File: config.mk
export PLATFORM = sky130hd
export DESIGN_NAME = entropy_mcu_scheduler
export DESIGN_NICKNAME = d
export VERILOG_FILES = /design/src/rtl/entropy_mcu_scheduler.sv
export SDC_FILE = /design/constraint.sdc
export NUM_CORES = 1
export LEC_CHECK = 0
export CAP_MARGIN = 0
export CORE_ASPECT_RATIO = 0.7
export CORE_MARGIN = 10
export CORE_UTILIZATION = 40
export CTS_CLUSTER_SIZE = 16
export DETAILED_ROUTE_END_ITERATION = 8
export SKIP_LAST_GASP = 1
export SYNTH_ARGS = -nofsm -noshare
export SYNTH_HDL_FRONTEND = slang
export SYNTH_SLANG_ARGS = --single-unit
File: constraint.sdc
create_clock -name clk -period 3.9 [get_ports clk]
set_input_delay 0.78 -clock clk [delete_from_list [all_inputs] [get_ports clk]]
set_output_delay 0.78 -clock clk [all_outputs]
set_load 0.005 [all_outputs]
File: src/rtl/entropy_mcu_scheduler.sv
// MCU-order scheduler that interleaves Y/Cb/Cr coefficient blocks into one entropy coder,
// tracking per-component DC predictors and inserting restart-marker handshakes.
module entropy_mcu_scheduler #(
   parameter int DATA_WIDTH = 10,
   parameter int BLK_LEN    = 64
) (
   input  logic                      clk,
   input  logic                      rst_n,
   input  logic                      start,
   input  logic                      cfg_subsamp,
   input  logic [15:0]               cfg_restart,
   input  logic [15:0]               num_mcu,
   input  logic [2:0]                in_valid,
   input  logic [3*DATA_WIDTH-1:0]   in_data,
   output logic [2:0]                in_ready,
   output logic                      out_valid,
   output logic [DATA_WIDTH-1:0]     out_data,
   output logic                      out_done,
   input  logic                      out_ready,
   output logic                      out_luma,
   output logic [1:0]                out_comp,
   output logic [DATA_WIDTH-1:0]     out_dc_pred,
   output logic                      rst_req,
   input  logic                      rst_ack,
   output logic [2:0]                rst_idx,
   output logic                      busy,
   output logic                      frame_done,
   output logic [2:0]                dbg_state
);

   localparam int CW = (BLK_LEN > 1) ? $clog2(BLK_LEN) : 1;

   // Handshake: a coefficient moves on a cycle where out_valid && out_ready are both high;
   // in_ready of the scheduled component is a pure copy of out_ready, so it moves in the same cycle.
   typedef enum logic [2:0] {
      S_IDLE    = 3'd0,
      S_LOAD    = 3'd1,
      S_BLOCK   = 3'd2,
      S_NEXT    = 3'd3,
      S_RESTART = 3'd4,
      S_DONE    = 3'd5
   } state_t;

   state_t                state, state_d;
   logic                  sub_r;
   logic [15:0]           restart_r, nmcu_r;
   logic [15:0]           mcu_cnt, rst_cnt;
   logic [2:0]            slot, slot_d;
   logic [CW-1:0]         coef_cnt;
   logic [DATA_WIDTH-1:0] pred_y, pred_cb, pred_cr;
   logic [DATA_WIDTH-1:0] dc_r;
   logic [2:0]            rst_idx_r;

   logic [1:0]            comp;
   logic [DATA_WIDTH-1:0] sel_data;
   logic                  sel_valid;
   logic                  in_blk, xfer_v, xfer;
   logic                  last_coef, last_slot;
   logic [16:0]           mcu_inc, rst_inc;
   logic                  mcu_last, rst_hit;

   function automatic logic [1:0] slot_comp(input logic sub, input logic [2:0] s);
      if (sub) begin
         if (s < 3'd4)      slot_comp = 2'd0;
         else if (s == 3'd4) slot_comp = 2'd1;
         else               slot_comp = 2'd2;
      end else begin
         slot_comp = s[1:0];
      end
   endfunction

   function automatic logic [DATA_WIDTH-1:0] pred_sel(input logic [1:0] c,
                                                      input logic [DATA_WIDTH-1:0] py,
                                                      input logic [DATA_WIDTH-1:0] pb,
                                                      input logic [DATA_WIDTH-1:0] pr);
      case (c)
         2'd0:    pred_sel = py;
         2'd1:    pred_sel = pb;
         default: pred_sel = pr;
      endcase
   endfunction

   always_comb begin
      comp = slot_comp(sub_r, slot);
      case (comp)
         2'd0: begin
            sel_data  = in_data[DATA_WIDTH-1:0];
            sel_valid = in_valid[0];
         end
         2'd1: begin
            sel_data  = in_data[2*DATA_WIDTH-1:DATA_WIDTH];
            sel_valid = in_valid[1];
         end
         default: begin
            sel_data  = in_data[3*DATA_WIDTH-1:2*DATA_WIDTH];
            sel_valid = in_valid[2];
         end
      endcase
      in_blk    = (state == S_BLOCK);
      xfer_v    = in_blk && sel_valid;
      xfer      = xfer_v && out_ready;
      last_coef = (coef_cnt == CW'(BLK_LEN - 1));
      last_slot = (slot == (sub_r ? 3'd5 : 3'd2));
      // 17-bit sums so that a 65535-MCU frame compares without wrapping
      mcu_inc   = {1'b0, mcu_cnt} + 17'd1;
      rst_inc   = {1'b0, rst_cnt} + 17'd1;
      mcu_last  = (mcu_inc == {1'b0, nmcu_r});
      rst_hit   = (restart_r != 16'd0) && (rst_inc == {1'b0, restart_r});
   end

   always_ff @(posedge clk or negedge rst_n) begin
      if (!rst_n) state <= S_IDLE;
      else        state <= state_d;
   end

   always_comb begin
      state_d = state;
      slot_d  = slot;
      case (state)
         S_IDLE:    if (start) state_d = S_LOAD;
         S_LOAD: begin
            slot_d  = 3'd0;
            state_d = (nmcu_r == 16'd0) ? S_DONE : S_BLOCK;
         end
         S_BLOCK:   if (xfer && last_coef) state_d = S_NEXT;
         S_NEXT: begin
            if (!last_slot) begin
               slot_d  = slot + 3'd1;
               state_d = S_BLOCK;
            end else begin
               slot_d = 3'd0;
               if (mcu_last)     state_d = S_DONE;
               else if (rst_hit) state_d = S_RESTART;
               else              state_d = S_BLOCK;
            end
         end
         S_RESTART: if (rst_ack) state_d = S_BLOCK;
         S_DONE:    state_d = S_IDLE;
         default:   state_d = S_IDLE;
      endcase
   end

   always_ff @(posedge clk or negedge rst_n) begin
      if (!rst_n) begin
         sub_r     <= 1'b0;
         restart_r <= '0;
         nmcu_r    <= '0;
         mcu_cnt   <= '0;
         rst_cnt   <= '0;
         slot      <= '0;
         coef_cnt  <= '0;
         pred_y    <= '0;
         pred_cb   <= '0;
         pred_cr   <= '0;
         dc_r      <= '0;
         rst_idx_r <= '0;
      end else begin
         if (state == S_IDLE && start) begin
            sub_r     <= cfg_subsamp;
            restart_r <= cfg_restart;
            nmcu_r    <= num_mcu;
         end
         slot <= slot_d;
         case (state)
            S_LOAD: begin
               mcu_cnt  <= '0;
               rst_cnt  <= '0;
               coef_cnt <= '0;
               pred_y   <= '0;
               pred_cb  <= '0;
               pred_cr  <= '0;
               dc_r     <= '0;
            end
            S_BLOCK: begin
               if (xfer) begin
                  coef_cnt <= last_coef ? '0 : coef_cnt + CW'(1);
                  if (coef_cnt == '0) begin
                     case (comp)
                        2'd0:    pred_y  <= sel_data;
                        2'd1:    pred_cb <= sel_data;
                        default: pred_cr <= sel_data;
                     endcase
                  end
               end
            end
            S_NEXT: begin
               if (last_slot) begin
                  mcu_cnt <= mcu_inc[15:0];
                  rst_cnt <= (state_d == S_RESTART) ? 16'd0 : rst_inc[15:0];
               end
               if (state_d == S_RESTART) begin
                  pred_y  <= '0;
                  pred_cb <= '0;
                  pred_cr <= '0;
               end
            end
            S_RESTART: if (rst_ack) rst_idx_r <= rst_idx_r + 3'd1;
            default: ;
         endcase
         // Predictor snapshot at block entry; the live predictor may change during the block
         if (state_d == S_BLOCK && state != S_BLOCK && state != S_LOAD)
            dc_r <= pred_sel(slot_comp(sub_r, slot_d), pred_y, pred_cb, pred_cr);
      end
   end

   always_comb begin
      out_valid   = xfer_v;
      out_data    = in_blk ? sel_data : '0;
      in_ready    = (in_blk && out_ready) ? (3'b001 << comp) : 3'b000;
      out_done    = xfer_v && last_coef;
      out_luma    = in_blk && (comp == 2'd0);
      out_comp    = comp;
      out_dc_pred = dc_r;
      rst_req     = (state == S_RESTART);
      rst_idx     = rst_idx_r;
      busy        = (state != S_IDLE);
      frame_done  = (state == S_DONE);
      dbg_state   = state;
   end

endmodule
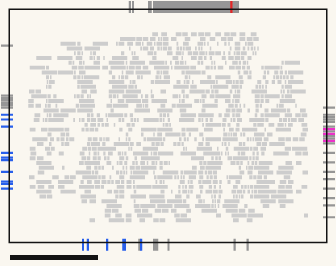
**Above:** I/O pins on the die edge.
Bar = 50 µm. Pins as bars across the die edge, other pins in grey.
| colour | port | pins | direction | edge |
|---|---|---|---|---|
| magenta | dbg_state | 3 | output | east |
| red | out_done | 1 | output | north |
| blue | cfg_restart | 16 | input | 10 west, 6 south |
all pins by edge: 57 north, 21 east, 17 west, 13 south

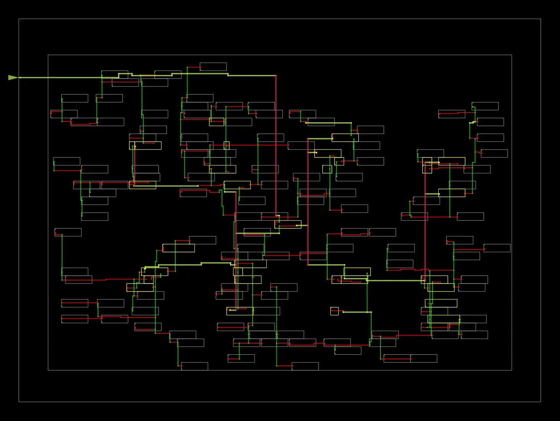
**Above:** clock routing.
Num CTS Buffers: 17
Clock Latency Late Sink: 0.42 ns
Clock group: 1.70 mW

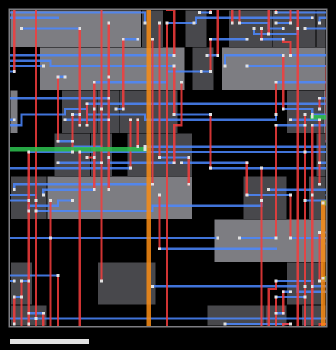
**Above:** layout detail.
Bar = 5 µm. Region (80, 83) to (100, 103) µm. Cells in grey, sequential cells in the stronger grey; small squares are vias.
| colour | layer |
|---|---|
| red | metal 2 |
| blue | metal 1 |
| green | metal 3 |
| orange | metal 4 |
sequential cells in the window: 5
cells with their middle in the window: 23
most frequent: nand2_1 (5), o22ai_1 (5), dfrtp_1 (5)
netlist names of flops here include: pred_cr (2), pred_y (2)

==> deck_impl_summary.md <==
Implementation Results

Status
  – Status: completed

CTS
  – Clock Sinks: 120
  – CTS tree: built
  – # H-tree levels: 4
  – CTS clk-pin slew, worst paths: 0.06 ns
  – CTS Buffer Depth: 2
  – Clock root buffer: clkbuf_16
  – # hold bufs at CTS: 0

Worst setup path
  – R2R Path End: pred_cb[3]
  – CP Cell Sequence: inv_1 > ha_1 > nand3b_1 > and2_2 > o211ai_1 > inv_1 > clkdlybuf4s50_1
  – Worst path required time: 3.12 ns
  – Crit Path Class: flip-flop to output port
  – Worst path slowest cell: o211ai_1
  – R2r setup slk: 0.44 ns
  – Worst Path Arrival: 2.76 ns
  – CP Launch Type: flip-flop
  – Worst r2r src: mcu_cnt[4]
  – FF-to-FF path depth: 10
  – Most used cell, CP: inv_1
  – CP endpoint kind: output port
  – Slowest stage delay, CP: 0.52 ns
  – CP max FO: 25

Global route
  – Overflow after GRT: 0
  – Global-route wire length before repair: 35500 µm
  – Initial antenna violation count: 0
  – Total GRT Usage: 0.180
  – Largest net degree at the start of global routing: 53
  – Vias in the first global route: 6443

Power
  – Internal power: 4.18 mW
  – Worst VDD drop: 0.277 mV
  – Leak Pwr: 3.79 nW
  – Power share of the sequential group: 0.334
  – Combinational Power Share: 0.418
  – Clock power share: 0.249
  – NetSw: 2.65 mW
  – Pwr dens: 746 mW/mm²
  – Switch share: 0.388

Placement
  – Port buffer count: 107
  – GP Congestion: 0.904
  – Placement-stage cell area: 0.00851 mm²
  – DP HPWL: 16000 µm

Logic synthesis
  – Yosys warnings: 0
  – Post-synth area hogs: dfrtp_1, mux2_2, nand2_1
  – Yosys top cell by area: dfrtp_1
  – Simple share: 0.229
  – Syn_nets: 866
  – Primary FF master, synth: dfrtp_1
  – Adder share: 0.0136
  – Ys flops: 120
  – Synth Seq Share: 0.418
  – Post-synth EDFFs: 0
  – Yosys aoi share: 0.155
  – Fraction of registers with async set/reset: 1.00
  – Area share, top type: 0.418
  – Mux share: 0.0811
  – Yosys Chip Area: 0.00719 mm²
  – Top comb family, area: simple AND/OR/NAND/NOR gates
  – Mapped Area: 0.00719 mm²
  – XOR Share, Synth: 0.0580
  – Yosys stat cell total: 788
  – Synth Instances: 788
  – Distinct cells, synth: 74
  – Avg Cell Area, Syn: 9.12 µm²

Routing
  – Vias/cell: 5.73
  – Top Layer Used: met4
  – DRT met1 WL: 10600 µm
  – Vias post-DR: 6475
  – Routed length on met2: 9550 µm
  – DR iter-0 viols: 640
  – DR WL met3: 1280 µm
  – Final wirelength: 21700 µm
  – Iteration tally of the first detailed-router pass: 5
  – Avg WL per Cell: 19.2 µm
  – Routed Antenna Nets: 0
  – Drc violations: 0

Final layout
  – Layout cell share with drive strength beyond 1: 0.133
  – Top cell excl fill/tap: nand2_1
  – Most instantiated logic cells after routing: nand2_1, dfrtp_1, clkdlybuf4s50_1
  – Total area of sequential cells: 0.00300 mm²
  – Area growth, synth to finish: 27.4%
  – Antenna cells: 0
  – Gate Area: 0.00386 mm²
  – Nets@finish: 964
  – Filler cells: 1596
  – Design Area, Final: 0.00915 mm²

STA
  – Slew @ Worst Pin: 0.986 ns
  – Setup violators final: 0
  – Fin. Hold Viols: 0
  – Fin Setup TNS: 0 ns
  – Max Freq: 0.282 GHz
  – Final period util: 0.909
  – Post-layout minimum cycle time: 3.54 ns
  – Slew headroom: 0.342
  – Unrepaired setup endpoints after global routing: no
  – Slew Limit Fails: 0
  – Post-Route Skew: 0.00949 ns

Die
  – Die height: 132 µm
  – I/O pin count: 108
  – FP Core Util: 0.413
  – Die W: 180 µm
  – Die footprint: 0.0238 mm²
  – Row Count: 40
  – CORE AREA: 0.0174 mm²

Hold path
  – Worst Hold Class: primary input to asynchronous set/reset pin

Run
  – Max cap viols: 0
  – Tool warning count: 28
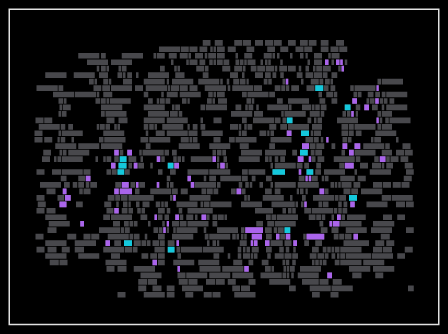
**Above:** selected gate families.
| colour | family | cells | most used |
|---|---|---|---|
| cyan | non-inverting ao/oa cells | 15 | a21o_1 |
| purple | nor cells | 74 | nor2_1 |

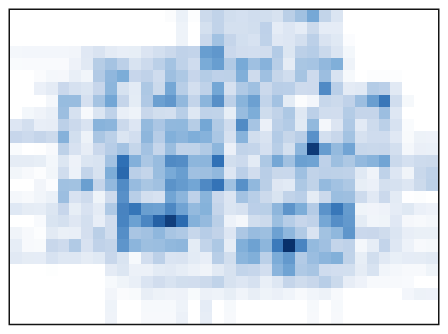
**Above:** routed metal per tile.
36 x 26 tiles, from white (low) to dark blue (high), scaled to the fullest tile. Values are wire area over tile area, all layers added.
nearly empty tiles: 22%
fullest tile: 0.72
densest ninth of the die: centre
tiles over half the peak: 7.4%
mean over tiles: 0.14

==> worst max-delay path by stage <==
stage | startpoint | to | slack, ns
floorplan | mcu_cnt[4] | pred_cb[0] | 1.11
finish | slot[0] | out_data[4] | 0.36
detailed placement | slot[0] | out_dc_pred[7] | 0.45
global placement | slot[0] | out_dc_pred[7] | 0.60
CTS | slot[0] | in_ready[1] | 0.18
global route | mcu_cnt[4] | pred_cr[7] | 0.16
==> area by class of cell <==
type                       count  share of cell area
sequential                   120               0.328
inverter                      29              0.0119
tap                          231              0.0316
multi-input combinational    588               0.422
timing repair buffer         130               0.137
clock inverter                14              0.0217
clock buffer                  18              0.0480
==> through the flow <==
| stage | util | setup slack [ns] | instances | total power, mW | hold WS (ns) |
|---|---|---|---|---|---|
| 2_1_floorplan | - | 1.11 | 788 | 4.00 | 0.468 |
| 6_report | 0.526 | 0.356 | 1130 | 6.83 | 0.300 |
| 5_1_grt | 0.526 | 0.159 | 1130 | 7.27 | 0.325 |
| 3_5_place_dp | 0.489 | 0.449 | 1098 | 5.11 | 0.471 |
| 4_1_cts | 0.525 | 0.184 | 1130 | 6.85 | 0.310 |
| 3_3_place_gp | 0.489 | 0.600 | 1098 | 5.01 | 0.461 |
==> sequential cells by signal (all words and copies together) (netlist names) <==
register	count
slot	3
out_dc_pred	10
pred_y	10
rst_idx	3
nmcu_r	16
pred_cr	10
dbg_state	3
coef_cnt	6
sub_r	1
restart_r	16
pred_cb	10
rst_cnt	16
mcu_cnt	16
==> power by group through the flow <==
| stage | Sequential [mW] | Clock, mW | Combinational, mW |
|---|---|---|---|
| after CTS | 2.26 | 1.73 | 2.85 |
| after detailed placement | 2.27 | 0 | 2.84 |
| after floorplan | 2.03 | 0 | 1.97 |
| after global routing | 2.35 | 1.79 | 3.13 |
| final | 2.28 | 1.70 | 2.85 |
| after global placement | 2.25 | 0 | 2.76 |
==> synth_stat cells (all sizes together) (3+ instances only) <==
| master | n |
|---|---|
| o211ai | 15 |
| and3 | 17 |
| xnor2 | 36 |
| nand2b | 10 |
| nand2 | 122 |
| or3 | 7 |
| o31ai | 3 |
| and4 | 3 |
| a22oi | 3 |
| o21ai | 62 |
| nor2 | 23 |
| inv | 29 |
| nor4b | 5 |
| nand3 | 36 |
| mux2 | 42 |
| nand3b | 4 |
| o22ai | 42 |
| mux2i | 11 |
| a21o | 3 |
| nor4 | 23 |
| ha | 7 |
| clkbuf | 41 |
| nor3 | 15 |
| and2 | 6 |
| buf | 10 |
| a21oi | 15 |
| or2 | 5 |
| nand4 | 19 |
| dfrtp | 120 |
| nor2b | 4 |
| xor2 | 9 |
| nor3b | 4 |
==> critical path: cells and delay by family (launching register included) <==
family	cells	cell delay, ns
adders and majority gates	1	0.20
AOI/OAI and AO/OA	1	0.52
DFF	1	0.47
buffers and inverters	3	0.63
and+or+nand+nor	2	0.52
==> layer usage <==
layer | global-route usage | up-vias
li1 | - | 3065
met1 | 0.260 | 3156
met2 | 0.266 | 230
met3 | 0.0368 | 24
met4 | 0.0482 | 0
met5 | 0 | -
==> timing repair <==
action | 4_1_cts | 5_1_grt
resized | 0 | 2
hold endpoints to repair | 0 | 0
endpoints found under the setup margin | 0 | 8
setup buffers | 0 | 0
Power figures rest on the tool's default switching activity, not on a simulated workload.
